**src/rtl/regfile_pkg.sv**
```systemverilog
// Shared constants and enumerations for the register-file controller.
package regfile_pkg;

  localparam int unsigned DATA_W   = 4;
  localparam int unsigned ADDR_W   = 3;
  localparam int unsigned NUM_REGS = 1 << ADDR_W;

  typedef enum logic [0:0] {
    SWEEP = 1'b0,
    RUN   = 1'b1
  } state_e;

  typedef enum logic [0:0] {
    REQ_A = 1'b0,
    REQ_B = 1'b1
  } req_id_e;

endpackage

```
**src/rtl/regfile_ctrl_rr_arb2.sv**
```systemverilog
// Two-way round-robin arbiter; the requester not granted last wins a tie.
module rr_arb2
  import regfile_pkg::*;
(
  input  logic       clk,
  input  logic       clr_n,
  input  logic       en,
  input  logic [1:0] req,
  output logic [1:0] gnt
);

  req_id_e r_last_gnt;

  // Grant selection: single requester wins outright, tie goes to the other side of last_gnt
  always_comb begin
    gnt = 2'b00;
    if (en) begin
      if (req == 2'b11) begin
        gnt = (r_last_gnt == REQ_B) ? 2'b01 : 2'b10;
      end else begin
        gnt = req;
      end
    end
  end

  // Remember the most recent winner; reset favours A on the first tie
  always_ff @(posedge clk or negedge clr_n) begin
    if (!clr_n) begin
      r_last_gnt <= REQ_B;
    end else if (gnt[0]) begin
      r_last_gnt <= REQ_A;
    end else if (gnt[1]) begin
      r_last_gnt <= REQ_B;
    end
  end

endmodule

```
**src/rtl/regfile_ctrl.sv**
```systemverilog
// Shares an 8x4 register file between requesters A and B, with a post-reset
// initialisation sweep, a one-cycle global flush and a registered read port.
module regfile_ctrl
  import regfile_pkg::*;
#(
  parameter logic [DATA_W-1:0] INIT_VAL = '0,
  parameter bit                SWEEP_EN = 1'b1
) (
  input  logic              clk,
  input  logic              clr_n,
  input  logic              a_req,
  input  logic              a_we,
  input  logic [ADDR_W-1:0] a_addr,
  input  logic [DATA_W-1:0] a_wdata,
  output logic              a_gnt,
  output logic              a_rvalid,
  input  logic              b_req,
  input  logic              b_we,
  input  logic [ADDR_W-1:0] b_addr,
  input  logic [DATA_W-1:0] b_wdata,
  output logic              b_gnt,
  output logic              b_rvalid,
  output logic [DATA_W-1:0] rdata,
  input  logic              flush,
  output logic              busy,
  output logic [DATA_W-1:0] rf_din,
  output logic [ADDR_W-1:0] rf_addr,
  output logic              rf_load,
  output logic              rf_clr,
  input  logic [DATA_W-1:0] rf_q
);

  localparam logic [ADDR_W-1:0] LAST_IDX = ADDR_W'(NUM_REGS - 1);

  state_e            r_state;
  state_e            w_state_nxt;
  logic [ADDR_W-1:0] r_sweep_cnt;
  logic [ADDR_W-1:0] w_sweep_cnt_nxt;
  logic [1:0]        w_gnt;
  logic              w_arb_en;
  logic              w_rd_a;
  logic              w_rd_b;

  // Arbitration only happens in RUN outside a flush cycle, and never while held in reset
  assign w_arb_en = clr_n && (r_state == RUN) && !flush;

  rr_arb2 u_arb (
    .clk   (clk),
    .clr_n (clr_n),
    .en    (w_arb_en),
    .req   ({b_req, a_req}),
    .gnt   (w_gnt)
  );

  assign a_gnt  = w_gnt[0];
  assign b_gnt  = w_gnt[1];
  assign w_rd_a = w_gnt[0] & ~a_we;
  assign w_rd_b = w_gnt[1] & ~b_we;

  // State and sweep counter; reset restarts the sweep from entry 0
  always_ff @(posedge clk or negedge clr_n) begin
    if (!clr_n) begin
      r_state     <= SWEEP_EN ? SWEEP : RUN;
      r_sweep_cnt <= '0;
    end else begin
      r_state     <= w_state_nxt;
      r_sweep_cnt <= w_sweep_cnt_nxt;
    end
  end

  // Next state and register-file drive; everything quiet while reset is held
  always_comb begin
    w_state_nxt     = r_state;
    w_sweep_cnt_nxt = r_sweep_cnt;
    busy            = 1'b0;
    rf_load         = 1'b0;
    rf_clr          = 1'b0;
    rf_addr         = '0;
    rf_din          = '0;
    if (clr_n) begin
      case (r_state)
        SWEEP: begin
          rf_addr         = r_sweep_cnt;
          rf_din          = INIT_VAL;
          rf_load         = 1'b1;
          busy            = 1'b1;
          w_sweep_cnt_nxt = r_sweep_cnt + ADDR_W'(1);
          if (r_sweep_cnt == LAST_IDX) begin
            w_state_nxt = RUN;
          end
        end
        RUN: begin
          if (flush) begin
            rf_clr = 1'b1;
            busy   = 1'b1;
          end else if (w_gnt[0]) begin
            rf_addr = a_addr;
            rf_din  = a_wdata;
            rf_load = a_we;
          end else if (w_gnt[1]) begin
            rf_addr = b_addr;
            rf_din  = b_wdata;
            rf_load = b_we;
          end
        end
        default: w_state_nxt = RUN;
      endcase
    end
  end

  // Capture read data for a granted read and flag its owner for one cycle
  always_ff @(posedge clk or negedge clr_n) begin
    if (!clr_n) begin
      rdata    <= '0;
      a_rvalid <= 1'b0;
      b_rvalid <= 1'b0;
    end else begin
      a_rvalid <= w_rd_a;
      b_rvalid <= w_rd_b;
      if (w_rd_a || w_rd_b) begin
        rdata <= rf_q;
      end
    end
  end

endmodule

```
**config.mk**
```make
export PLATFORM = sky130hd
export DESIGN_NAME = regfile_ctrl
export DESIGN_NICKNAME = d
export VERILOG_FILES = /design/src/rtl/regfile_pkg.sv /design/src/rtl/regfile_ctrl_rr_arb2.sv /design/src/rtl/regfile_ctrl.sv
export SDC_FILE = /design/constraint.sdc
export NUM_CORES = 1
export LEC_CHECK = 0
export CORE_MARGIN = 2
export CORE_UTILIZATION = 34
export DETAILED_ROUTE_END_ITERATION = 10
export PLACE_DENSITY = 0.89
export SLEW_MARGIN = 40
export SYNTH_ARGS = -nofsm -noshare
export SYNTH_HDL_FRONTEND = slang
export SYNTH_SLANG_ARGS = --single-unit
```
**constraint.sdc**
```tcl
create_clock -name clk -period 1.6 [get_ports clk]
set_input_delay 0.32 -clock clk [delete_from_list [all_inputs] [get_ports clk]]
set_output_delay 0.32 -clock clk [all_outputs]
set_load 0.01 [all_outputs]
```
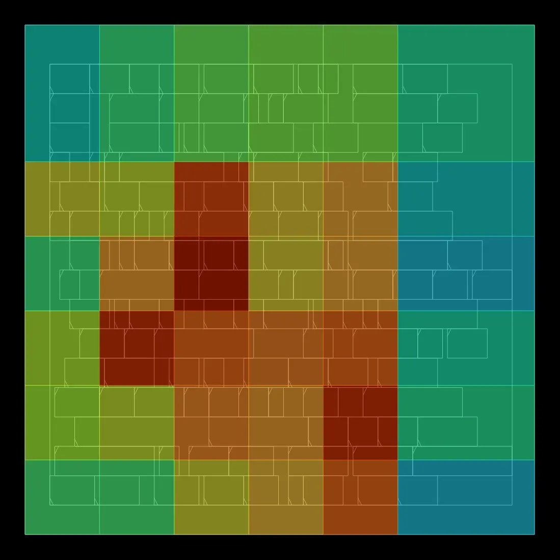
Fig. 1. Routing congestion (run 1).
Most Used Layer, Global Route: met2
total global-route track usage: 26.5%
Layout Utilization: 79.6%

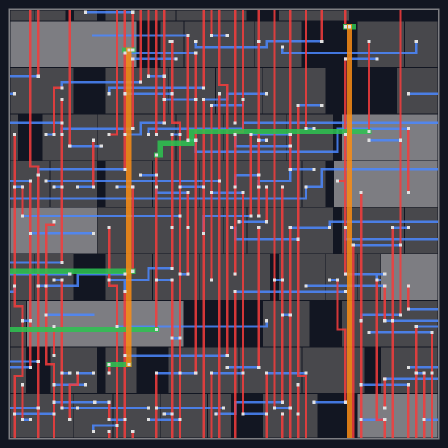
Fig. 2. Layout detail (run 1).
Region (11, 11) to (36, 36) µm. Cells in grey, sequential cells in the stronger grey; small squares are vias.
green -> metal 3
orange -> metal 4
red -> metal 2
blue -> metal 1
netlist names of flops here include = rdata (2)
cells with their middle in the window = 54
most frequent = buf_4 (13), clkdlybuf4s50_1 (6)
sequential cells in the window = 6

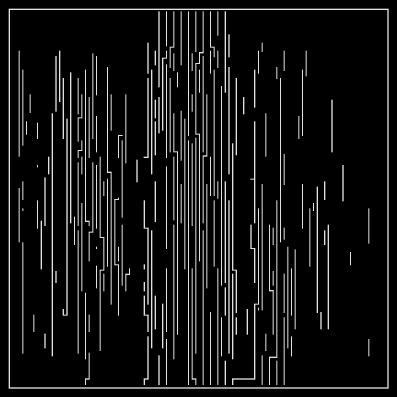
Fig. 3. Met2 routing (run 1).
(8 px per µm)
nets with wire on the layer = 142
share of all routed wire = 57%
main direction = vertical
wire length on this layer = 1390 µm
longest straight run = 30.4 µm

==> ci_impl_report.md, run 1 <==
## Synthesis and layout report

| Metric | Value |
|---|---|
| Post-synth EDFFs | `0` |
| Netlist cell types | `24` |
| Register bit total from synthesis | `11` |
| Pins Over Slew Limit | `0` |
| Final Hold Fails | `0` |
| Inverters | `5` |
| Crit path DRT | `1.28 ns` |
| Final setup viols | `14` |
| Clock Tree Root | `clkbuf_4` |
| Biggest regs | `rdata x4, r_sweep_cnt x3` |
| Max cap viols | `0` |
| Clk ins delay skew pair | `0.27 ns` |
| Clk pwr share | `12.3%` |
| Clock Skew | `0.00187 ns` |
| Core area | `0.00175 mm²` |
| Register with the most flip-flops | `rdata` |
| CTS Buf Count | `3` |
| Met2 routed WL | `1.39 mm` |
| Violated checks | `negative setup slack` |
| LEAKAGE | `0.667 nW` |
| CTS tree | `built` |
| Wire per inst | `15.6 µm` |
| Chip area | `0.00222 mm²` |
| I/O Pins | `43` |
| Tap cells | `25` |
| PwrDens | `1110 mW/mm²` |
| Initial antenna violation count | `0` |
| Min cycle time layout | `1.95 ns` |
| Crit Path Max Fanout | `4` |
| Flops | `11` |
| M1 GR Usage | `30.0%` |
| H-tree Lvls | `1` |
| Number of global-route vias before repair | `838` |
| Wire length on met1 | `897 µm` |
| Status | `finished, violations left` |
| Crit. End Element | `primary output` |
| Die X | `47.2 µm` |
| CP max stage delay | `0.56 ns` |
| R2r endpoint | `rdata[2]` |
| Top cells by count | `dfrtp_1 (10), a22oi_1 (6), mux2_2 (6), nand2_1 (6), inv_1 (5)` |
| Synthesis Warnings | `0` |
| CTS Sinks | `11` |
| Adder-cell area share of the yosys netlist | `3.95%` |
| Sequential power | `493 µW` |
| Sum Neg Setup Slack | `-3.20 ns` |
| Top cells by area | `dfrtp_1 (40%), mux2_2 (11%), a22oi_1 (7.1%)` |
| First-pass GRT wire length | `3.94 mm` |
| Post-CTS Hold Buffers | `0` |
| Async set or reset register ratio after synthesis | `100%` |
| Multi-input combinational area share | `29.6%` |
| Crit path max-delay family | `flip-flops` |
| Vias per Instance | `4.73` |
| Yosys top cell by area | `dfrtp_1` |
| Layout area overhead | `119%` |
| Area leader share | `39.5%` |
| R2r setup slk | `-0.20 ns` |
| Largest net degree at the start of global routing | `9` |
| CP Cell Sequence | `buf_6, nor2b_4, buf_6, nor2_4, a22oi_2, nor2_1, buf_2` |
| Antenna diode count | `0` |
| Clock-net power | `188 µW` |
| CP max-delay cell | `dfstp_2` |
| Via count | `733` |
| DRT Pass-1 Iters | `4` |
| Dpl cells | `139` |
| Post-synth mux share | `10.7%` |
| Worst path most repeated cell | `buf_6` |
| Combinational power share | `55.6%` |
| Switching Share | `33.0%` |
| Dpl cell area | `0.00119 mm²` |
| Worst Reg-to-Reg Cells | `8` |
| YS chip area | `633 µm²` |
| Mapped Avg Cell Area | `10.7 µm²` |
| Main synth FF type | `dfrtp_1` |
| OpenROAD warnings | `28` |
| Layout cells sized above 1 | `50.0%` |
| Design area | `0.00139 mm²` |
| Final Worst Setup Slack | `-0.348 ns` |
| Synth Seq Share | `43.7%` |
| Worst relative slew slack | `78.9%` |
| Init Core Util | `36.3%` |
| GR Overflow Total | `0` |
| Syn Nets | `86` |
| Flop share of the area | `19.9%` |
| CTS Buffer Depth | `2` |
| Dominant class by area | `buffers` |
| IO buf count | `42` |
| Synthesized instance count | `59` |
==> run 2, diff against run 1 <==
--- a/config.mk
+++ b/config.mk
@@ -13,3 +13,4 @@
 export SYNTH_ARGS = -nofsm -noshare
 export SYNTH_HDL_FRONTEND = slang
 export SYNTH_SLANG_ARGS = --single-unit
+export TNS_END_PERCENT = 1
==> constraint.sdc (replaced) <==
create_clock -name clk -period 2.1 [get_ports clk]
set_input_delay 0.42 -clock clk [delete_from_list [all_inputs] [get_ports clk]]
set_output_delay 0.42 -clock clk [all_outputs]
set_load 0.01 [all_outputs]
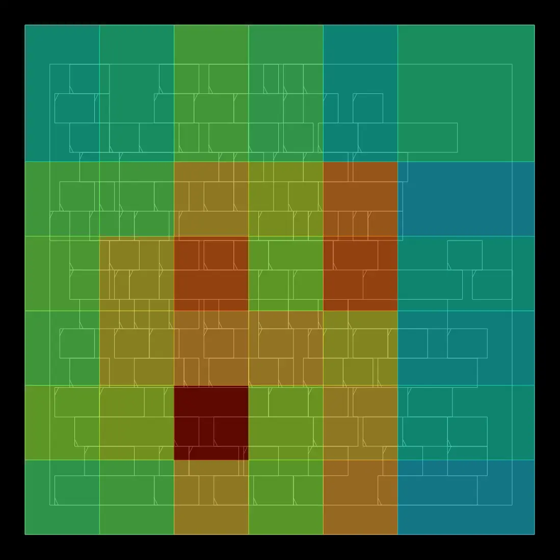
Fig. 4. Routing congestion (run 2).
M2 GR Usage: 35.9%
GR Layer Usage met3: 6.15%
M1 GR Usage: 22.7%
total global-route track usage: 19.7%

==> run 2 against run 1 <==
  * The run still ends with negative setup slack left
  * Cell area down 11%
  * Non-clock buffer count is 10 lower
  * Global-route usage down 6.8 points
  * Routed wire length fell by 18%
  * Clock skew hardly changed
  * Largest power group unchanged
==> ci_impl_report.md, run 2 <==
## Synthesis and layout report

| Metric | Value |
|---|---|
| Wire per inst | `13.8 µm (was 15.6 µm)` |
| Synth Seq Share | `43.7% (unchanged)` |
| Antenna diode count | `0 (unchanged)` |
| CP Buf/Inv Count | `3 (unchanged)` |
| Crit path max-delay family | `buffers and inverters (was flip-flops)` |
| PwrDens | `845 mW/mm² (was 1110 mW/mm²)` |
| Min cycle time layout | `2.15 ns` |
| YS chip area | `633 µm² (unchanged)` |
| Main synth FF type | `dfrtp_1 (unchanged)` |
| Yosys cell count | `59 (unchanged)` |
| Tap cells | `25 (unchanged)` |
| Biggest regs | `rdata x4, r_sweep_cnt x3 (unchanged)` |
| Power consumption | `1.05 mW (was 1.54 mW)` |
| Net switching power | `359 µW (was 507 µW)` |
| Worst relative slew slack | `83.3% (was 78.9%)` |
| Crit path DRT | `1.68 ns (was 1.28 ns)` |
| Violated checks | `negative setup slack (unchanged)` |
| Die H | `47.2 µm (unchanged)` |
| Largest net degree at the start of global routing | `9 (unchanged)` |
| Die X | `47.2 µm (unchanged)` |
| Reg-to-Reg Start | `u_arb.r_last_gnt (unchanged)` |
| Adder-cell area share of the yosys netlist | `3.95% (unchanged)` |
| Initial antenna violation count | `0 (unchanged)` |
| IO buf count | `42 (unchanged)` |
| Comb. pwr | `518 µW (was 854 µW)` |
| Top cell excl fill/tap | `clkdlybuf4s50_1 (unchanged)` |
| Via count | `681 (was 733)` |
| Dpl hpwl | `1.51 mm (was 1.55 mm)` |
| Clk pwr share | `14.5% (was 12.3%)` |
| Crit. End Element | `primary output (unchanged)` |
| Design area | `0.00124 mm² (was 0.00139 mm²)` |
| Synthesized instance count | `59 (unchanged)` |
| I/O Pins | `43 (unchanged)` |
| Combinational power share | `49.3% (was 55.6%)` |
| Layout area overhead | `96.2% (was 119%)` |
| Wire length on met1 | `739 µm (was 897 µm)` |
| CP Cell Sequence | `clkdlybuf4s50_1, inv_1, o41ai_2, a22o_1, dlygate4sd2_1 (was buf_6, nor2b_4, buf_6, nor2_4, a22oi_2, nor2_1, buf_2)` |
| Status | `finished, violations left (unchanged)` |
| Met2 routed WL | `1.14 mm (was 1.39 mm)` |
| Clk cell area share | `2.11% (was 1.89%)` |
| Sequential power | `381 µW (was 493 µW)` |
| Yosys top cell by area | `dfrtp_1 (unchanged)` |
| Sum Neg Setup Slack | `-0.0473 ns (was -3.20 ns)` |
| Number of global-route vias before repair | `730 (was 838)` |
| Final setup viols | `1 (was 14)` |
| Max Fclk | `0.466 GHz` |
| Worst Reg-to-Reg Cells | `6 (was 8)` |
| Gates resized, CTS repair | `30 (was 84)` |
| Post-CTS Setup Bufs | `3 (was 16)` |
| Drt first-iter violations | `11 (was 15)` |
| Internal | `691 µW (was 1.03 mW)` |
| Chip area | `0.00222 mm² (unchanged)` |
| Non-Clock Buffer Count | `59 (was 69)` |
| Dpl cell area | `0.00117 mm² (was 0.00119 mm²)` |
| Post-DRT Antenna Nets | `0 (unchanged)` |
| CTS tree | `built (unchanged)` |
| Clock Tree Root | `clkbuf_4 (unchanged)` |
| CTS Sinks | `11 (unchanged)` |
| Register with the most flip-flops | `rdata (unchanged)` |
| R2r setup slk | `0.37 ns (was -0.20 ns)` |
| CP Launch Type | `input pin (was flop)` |
| Switching Share | `34.2% (was 33.0%)` |
| Top logic family | `simple AND/OR/NAND/NOR gates (unchanged)` |
| Wire length on met3 | `119 µm (was 93 µm)` |
| CTS Buf Count | `3 (unchanged)` |
| Clock-net power | `152 µW (was 188 µW)` |
| Core area | `0.00175 mm² (unchanged)` |
| Most numerous cell in the Yosys netlist | `dfrtp_1 (unchanged)` |
| Final Instance Count excl. Fillers | `145 (was 155)` |
| GP Congestion | `0.711 (was 0.710)` |
| Reg area | `277 µm² (unchanged)` |
| DRT Pass-1 Iters | `4 (unchanged)` |
| Mapped Avg Cell Area | `10.7 µm² (unchanged)` |
| # clk buffers | `4 (unchanged)` |
| Post-synth mux share | `10.7% (unchanged)` |
| Final Worst Setup Slack | `-0.0473 ns (was -0.348 ns)` |
| Most Used Layer, Global Route | `met2 (unchanged)` |
| R2r endpoint | `rdata[2] (unchanged)` |
| Cell Rows | `15 (unchanged)` |
| Syn Nets | `86 (unchanged)` |
| Register bit total from synthesis | `11 (unchanged)` |
| Comb gates | `41 (unchanged)` |
| Async set or reset register ratio after synthesis | `100% (unchanged)` |
| Vias per Instance | `4.70 (was 4.73)` |
| Crit Path Category | `in2out (was reg2out)` |
| Flops | `11 (unchanged)` |
| CP max-delay cell | `clkdlybuf4s50_1 (was dfstp_2)` |
| Worst slack, placed | `-0.542 ns (was -0.853 ns)` |
| Logic area | `363 µm² (was 412 µm²)` |
| Clk ins delay skew pair | `0.27 ns (about the same)` |
| Init Core Util | `36.3% (unchanged)` |
| Multi-input combinational area share | `29.2% (was 29.6%)` |
| Top cells by area | `dfrtp_1 (40%), mux2_2 (11%), a22oi_1 (7.1%) (unchanged)` |
| Synthesis Warnings | `0 (unchanged)` |
| Top Consumer | `combinational cells (unchanged)` |
| Detailed-route DRC error count | `0 (unchanged)` |
| Arr. time, crit path | `1.73 ns (was 1.63 ns)` |
| Post-CTS Hold Buffers | `0 (unchanged)` |
| Stages on the worst setup path | `5 (was 7)` |
| Fill cells | `130 (was 104)` |
| Clk pin slew, worst setup/hold paths | `0.08 ns (was 0.07 ns)` |
| Area leader share | `39.5% (unchanged)` |
| Layout Utilization | `71.2% (was 79.6%)` |
| Pins Over Slew Limit | `0 (unchanged)` |
| Critical Path Sink | `rf_load (was rf_din[1])` |
| Worst-Margin Slew | `0.247 ns (was 0.314 ns)` |
| Clock Skew | `0.00164 ns (was 0.00187 ns)` |
| Dominant logic cell types in the final layout | `clkdlybuf4s50_1 (27), buf_4 (16), dfrtp_1 (10), dlygate4sd2_1 (7) (was clkdlybuf4s50_1 (26), buf_4 (15), buf_6 (14), dfrtp_1 (10), buf_2 (8))` |
| Dominant class by area | `buffers (unchanged)` |
| Max reg flops | `4 (unchanged)` |
| Peak supply drop | `0.711 mV (was 0.886 mV)` |
| Xor/xnor share | `1.38% (unchanged)` |
| Dpl cells | `137 (was 139)` |
| Synth Cell Area | `633 µm² (unchanged)` |
| Layout cells sized above 1 | `35.8% (was 50.0%)` |
| Inverters | `5 (unchanged)` |
| CTS Buffer Depth | `2 (unchanged)` |
| Netlist cell types | `24 (unchanged)` |
| Flop share of the area | `22.3% (was 19.9%)` |
| Post-synth EDFFs | `0 (unchanged)` |
| GR Overflow Total | `0 (unchanged)` |
| CP max stage delay | `0.49 ns (was 0.56 ns)` |
| OpenROAD warnings | `28 (unchanged)` |
| Crit Path Max Fanout | `2 (was 4)` |
| H-tree Lvls | `1 (unchanged)` |
| Max cap viols | `0 (unchanged)` |
| Final Hold Fails | `0 (unchanged)` |
| RSZ-0062 raised after global routing | `true (unchanged)` |
| First-pass GRT wire length | `3.04 mm (was 3.94 mm)` |
| Final Cycle Share | `102%` |
| Part of the power in registers | `36.2% (was 32.1%)` |
| Top Metal Used | `met3 (was met4)` |
| Top cells by count | `dfrtp_1 (10), a22oi_1 (6), mux2_2 (6), nand2_1 (6), inv_1 (5) (unchanged)` |
| LEAKAGE | `0.602 nW (was 0.667 nW)` |
Power figures rest on the tool's default switching activity, not on a simulated workload.
